### I/O pins on the die edge

Pins as bars across the die edge, other pins in gray.
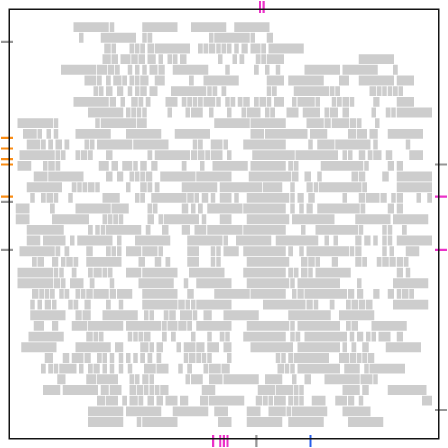
### Clock wires, drivers and flops

Scale bar: 20 um.
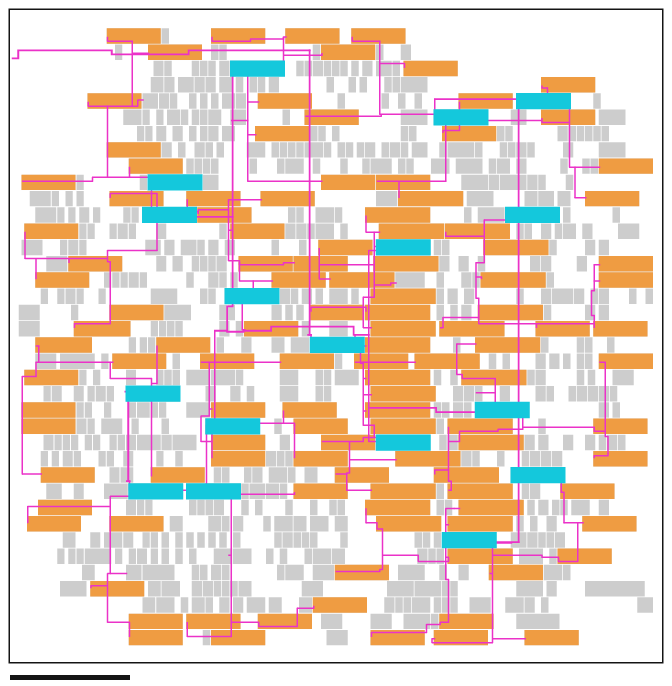
### config.mk
export PLATFORM = sky130hd
export DESIGN_NAME = uart_cmd_mirror
export DESIGN_NICKNAME = d
export VERILOG_FILES = /design/src/rtl/uart_cmd_mirror.sv
export SDC_FILE = /design/constraint.sdc
export NUM_CORES = 1
export LEC_CHECK = 0
export ABC_AREA = 1
export CELL_PAD_IN_SITES_DETAIL_PLACEMENT = 0
export CELL_PAD_IN_SITES_GLOBAL_PLACEMENT = 1
export CORE_UTILIZATION = 50
export CTS_CLUSTER_SIZE = 8
export DETAILED_ROUTE_END_ITERATION = 7
export GPL_TIMING_DRIVEN = 0
export PLACE_DENSITY = 0.88
export SLEW_MARGIN = 5
export SYNTH_ARGS = -nofsm -noshare
export SYNTH_HDL_FRONTEND = slang
export SYNTH_SLANG_ARGS = --single-unit
### constraint.sdc
create_clock -name clk -period 4 [get_ports clk]
set_input_delay 0.8 -clock clk [delete_from_list [all_inputs] [get_ports clk]]
set_output_delay 0.8 -clock clk [all_outputs]
set_load 0.005 [all_outputs]
### src/rtl/uart_cmd_mirror.sv
// uart_cmd_mirror: 8N1 UART receiver that turns ASCII digit commands into LED toggles and echoes valid bytes via a FIFO.
module uart_cmd_mirror #(
    parameter int CLKS_PER_BIT   = 104,
    parameter int NUM_LEDS       = 5,
    parameter bit ECHO           = 1,
    parameter int FIFO_DEPTH     = 4,
    parameter bit LED_ACTIVE_LOW = 1
) (
    input  logic                clk,
    input  logic                resetn,
    input  logic                RX,
    output logic                TX,
    output logic [NUM_LEDS-1:0] leds,
    output logic                rx_valid,
    output logic [7:0]          rx_data,
    output logic                frame_err,
    output logic                overflow
);
    localparam int AW = $clog2(FIFO_DEPTH);
    localparam logic [15:0] BIT_LEN = 16'(CLKS_PER_BIT);
    localparam logic [15:0] HALF = 16'(CLKS_PER_BIT / 2);
    localparam logic [AW-1:0] P1 = 1;
    localparam logic [AW:0] C1 = 1;
    localparam logic [AW:0] FULL = (AW+1)'(FIFO_DEPTH);

    typedef enum logic [2:0] {R_IDLE, R_START, R_DATA, R_STOP, R_WAIT} rx_state_t;
    typedef enum logic [1:0] {T_IDLE, T_START, T_DATA, T_STOP} tx_state_t;

    logic                rx_meta, rx_s;
    rx_state_t           rs, rs_n;
    logic [15:0]         rcnt, rcnt_n;
    logic [2:0]          rbit, rbit_n;
    logic [7:0]          rsh, rsh_n;
    logic                stop_ok, stop_bad;
    logic [NUM_LEDS-1:0] ch, ch_n;

    tx_state_t           ts, ts_n;
    logic [15:0]         tcnt, tcnt_n;
    logic [2:0]          tbit, tbit_n;
    logic [7:0]          tsh, tsh_n;

    logic [7:0]          mem [FIFO_DEPTH];
    logic [AW-1:0]       wr, rd;
    logic [AW:0]         cnt;
    logic                full, pop, push_req, push;

    always_ff @(posedge clk or negedge resetn)
        if (!resetn) {rx_meta, rx_s} <= 2'b11;
        else {rx_meta, rx_s} <= {RX, rx_meta};

    // The half-bit sample in START both rejects glitches and centres every later sample.
    always_comb begin
        rs_n = rs;
        rcnt_n = rcnt + 16'd1;
        rbit_n = rbit;
        rsh_n = rsh;
        stop_ok = 1'b0;
        stop_bad = 1'b0;
        case (rs)
            R_IDLE: begin
                rcnt_n = 16'd1;
                if (!rx_s) rs_n = R_START;
            end
            R_START: if (rcnt == HALF) begin
                rcnt_n = 16'd1;
                rbit_n = 3'd0;
                rs_n = rx_s ? R_IDLE : R_DATA;
            end
            R_DATA: if (rcnt == BIT_LEN) begin
                rcnt_n = 16'd1;
                rsh_n = {rx_s, rsh[7:1]};
                rbit_n = rbit + 3'd1;
                if (rbit == 3'd7) rs_n = R_STOP;
            end
            R_STOP: if (rcnt == BIT_LEN) begin
                stop_ok = rx_s;
                stop_bad = !rx_s;
                rs_n = rx_s ? R_IDLE : R_WAIT;
            end
            R_WAIT: if (rx_s) rs_n = R_IDLE;
            default: rs_n = R_IDLE;
        endcase
    end

    always_comb begin
        ch_n = ch;
        for (int i = 0; i < NUM_LEDS; i++)
            if (rsh == 8'(8'h31 + i)) ch_n[i] = ~ch[i];
        if (rsh == 8'h30) ch_n = '0;
    end

    always_ff @(posedge clk or negedge resetn)
        if (!resetn) begin
            rs <= R_IDLE;
            rcnt <= '0;
            rbit <= '0;
            rsh <= '0;
            rx_valid <= 1'b0;
            frame_err <= 1'b0;
            rx_data <= '0;
            ch <= '0;
        end else begin
            rs <= rs_n;
            rcnt <= rcnt_n;
            rbit <= rbit_n;
            rsh <= rsh_n;
            rx_valid <= stop_ok;
            frame_err <= stop_bad;
            if (stop_ok) rx_data <= rsh;
            if (stop_ok) ch <= ch_n;
        end

    assign leds = LED_ACTIVE_LOW ? ~ch : ch;

    // A pop in the same cycle frees a slot, so a push into a full FIFO still succeeds then.
    assign full = cnt == FULL;
    assign pop = (ts == T_IDLE) && (cnt != '0);
    assign push_req = ECHO && rx_valid;
    assign push = push_req && (!full || pop);

    always_ff @(posedge clk or negedge resetn)
        if (!resetn) begin
            wr <= '0;
            rd <= '0;
            cnt <= '0;
            overflow <= 1'b0;
        end else begin
            overflow <= push_req && full && !pop;
            if (push) wr <= wr + P1;
            if (pop) rd <= rd + P1;
            if (push && !pop) cnt <= cnt + C1;
            else if (pop && !push) cnt <= cnt - C1;
        end

    always_ff @(posedge clk)
        if (push) mem[wr] <= rx_data;

    always_comb begin
        ts_n = ts;
        tcnt_n = tcnt + 16'd1;
        tbit_n = tbit;
        tsh_n = tsh;
        case (ts)
            T_IDLE: begin
                tcnt_n = 16'd1;
                if (pop) begin
                    ts_n = T_START;
                    tsh_n = mem[rd];
                end
            end
            T_START: if (tcnt == BIT_LEN) begin
                tcnt_n = 16'd1;
                tbit_n = 3'd0;
                ts_n = T_DATA;
            end
            T_DATA: if (tcnt == BIT_LEN) begin
                tcnt_n = 16'd1;
                tsh_n = {1'b0, tsh[7:1]};
                tbit_n = tbit + 3'd1;
                if (tbit == 3'd7) ts_n = T_STOP;
            end
            T_STOP: if (tcnt == BIT_LEN) ts_n = T_IDLE;
            default: ts_n = T_IDLE;
        endcase
    end

    always_ff @(posedge clk or negedge resetn)
        if (!resetn) begin
            ts <= T_IDLE;
            tcnt <= '0;
            tbit <= '0;
            tsh <= '0;
        end else begin
            ts <= ts_n;
            tcnt <= tcnt_n;
            tbit <= tbit_n;
            tsh <= tsh_n;
        end

    assign TX = (ts == T_START) ? 1'b0 : (ts == T_DATA) ? tsh[0] : 1'b1;
endmodule

==> results.json <==
{
  "outcome": "completed",
  "powerDensity_nw_per_um2": 387,
  "fin_setup_tns_ps": 0,
  "netlist_area_um2": 5730,
  "fin_cells": 846,
  "syn_avg_cell_area_um2": 8.77,
  "synth_stat.cells": 654,
  "clockRootBuffer": "clkbuf_16",
  "path_clk_slew_ps": 60,
  "grt_setup_unrepaired": "false",
  "syn2layout_area_growth_pct": 16.0,
  "vias": 4183,
  "synth-edff-count": 32,
  "cp.arrival_ps": 1960,
  "worst_slew_pin_slew_ps": 795,
  "ys_seq_share_pct": 53.5,
  "setup_viol": 0,
  "grt_overflow": 0,
  "period_used_pct": 68.9,
  "skew_ps": 6.36,
  "max_freq_mhz": 363,
  "antenna_found_initial": 0,
  "core_um2": 11000,
  "crit_required_ps": 3200,
  "drv_slew": 0,
  "mostFrequentLayoutCells": "nand2_1 (158), inv_1 (88), dfrtp_1 (82)",
  "critPathKind": "flip-flop to output pin",
  "drt_iter0_drc": 203,
  "r2r_setup_slack_ps": 1400,
  "insertion_delay_ps": 410,
  "chipArea_um2": 11900,
  "top_cells_by_area": "dfrtp_1 (36%), edfxtp_1 (17%), nand2_1 (10%), inv_1 (5.8%), nand3_1 (5.0%)",
  "ys_warn_count": 0,
  "warning_count": 36,
  "ir_drop_uv": 238,
  "dr.pass1.iters": 5,
  "ctsResizeCount": 0,
  "max_cap_viol_count": 0,
  "leakage_nw": 3.03,
  "fin_util_pct": 60.6,
  "final_common_cell": "nand2_1",
  "fin_area_um2": 6650,
  "antenna_cells": 0,
  "cts_tree": "done",
  "ys.flops": 116,
  "drive_gt1_share_pct": 10.9
}
Back to the opening pictures, 'I/O pins on the die edge':
Key: magenta = rx_data [pins 8, direction output, edge 4 bottom, 2 right, 2 top]; blue = overflow [pins 1, direction output, edge bottom]; orange = leds [pins 5, direction output, edge left]
All pins by edge: 8 left, 6 bottom, 4 right, 2 top.
IO buf count: 19
die height: 109 um
Die Width: 109 um

Back to the opening pictures, 'Clock wires, drivers and flops':
Key: cyan = clock drivers [count 17]; magenta = clock wires [length 1530 um]; orange = flip-flops [count 116]
Position of the flops: widely spread.

-- cell type report --
type / count / area, um^2
clock buffers: 18 / 439
multi-input cells: 437 / 2260
fillers: 968 / 4330
plain buffers: 10 / 70.1
clock inverters: 14 / 90.1
flip-flops and latches: 116 / 3070
well taps: 140 / 175
inverters: 91 / 342
repair buffers: 20 / 215
-- metrics by stage --
step	worst slack, ps	hold WS, ps	power [mW]
floorplan	1820	345	1.24
global placement	-915	346	1.26
detailed placement	1380	348	1.26
CTS	1210	283	2.60
global route	1130	296	2.65
finish	1240	280	2.57
-- cells in the mapped netlist, types with 2 or more instances --
master	instances
nand2_4	2
nor2_2	13
nor3_1	9
nor2_4	3
ha_1	19
nor2_1	75
inv_1	88
edfxtp_1	32
a21oi_1	16
dfrtp_1	82
xnor2_1	6
nand2_2	3
dfstp_2	2
o21ai_2	7
nand3_1	57
clkbuf_1	2
buf_2	5
nor3b_1	3
nand4_1	7
or2_2	3
nand2_1	158
buf_6	2
xor2_1	12
clkinv_1	2
o21ai_0	32
a31oi_1	2
-- critical path: stages, from the launching register on --
cell,delay [ps]
dfrtp_1,410
inv_1,100
ha_1,190
buf_2,170
a21oi_1,160
clkdlybuf4s50_1,510
-- sequential cells by signal (all words and copies together) (netlist names), 2 cells and up --
| register | count |
|---|---|
| mem | 32 |
| rcnt | 16 |
| tcnt | 16 |
| rsh | 8 |
| rx_data | 8 |
| tsh | 8 |
| ch | 5 |
| cnt | 3 |
| rbit | 3 |
| rs | 3 |
| tbit | 3 |
| rd | 2 |
| ts | 2 |
| wr | 2 |
-- power by group --
group          total [mW]  switching [mW]  internal [mW]  leakage [nW]
combinational      0.0223          0.0177        0.00461          1.42
sequential           1.22         0.00114           1.22          1.36
clock                1.34           0.539          0.796         0.245
-- cells by family (layout without fill, tap and decap cells) --
family | count (synthesis) | in the layout | share of synthesized area, %
AOI/OAI and AO/OA | 62 | 62 | 6.09
xor gates and xnor gates | 18 | 18 | 2.75
adders and majority gates | 20 | 20 | 4.50
buffers and inverters | 101 | 153 | 7.18
DFF | 116 | 116 | 53.5
muxes | 1 | 1 | 0.196
and+or+nand+nor | 336 | 336 | 25.8
-- worst max path at each step --
| stage | from | end | slack (ps) |
|---|---|---|---|
| global route | ts[0]$_DFFE_PN0P_ | TX | 1130 |
| detailed placement | ts[0]$_DFFE_PN0P_ | cnt[2]$_DFFE_PN0P_ | 1380 |
| global placement | resetn | tcnt[11]$_DFF_PN0_ | -920 |
| CTS | ts[0]$_DFFE_PN0P_ | TX | 1210 |
| finish | ts[0]$_DFFE_PN0P_ | TX | 1240 |
| floorplan | ts[0]$_DFFE_PN0P_ | cnt[1]$_DFFE_PN0P_ | 1820 |
-- per-layer routing --
| layer | vias to the layer above | track usage, % | wire [um] |
|---|---|---|---|
| met5 | - | 0 | 0 |
| met4 | 0 | 10.2 | 233 |
| met3 | 15 | 4.84 | 252 |
| met2 | 52 | 33.2 | 5000 |
| met1 | 1951 | 27.5 | 5390 |
| li1 | 2165 | - | - |
Power is estimated from default activity; no workload was simulated.
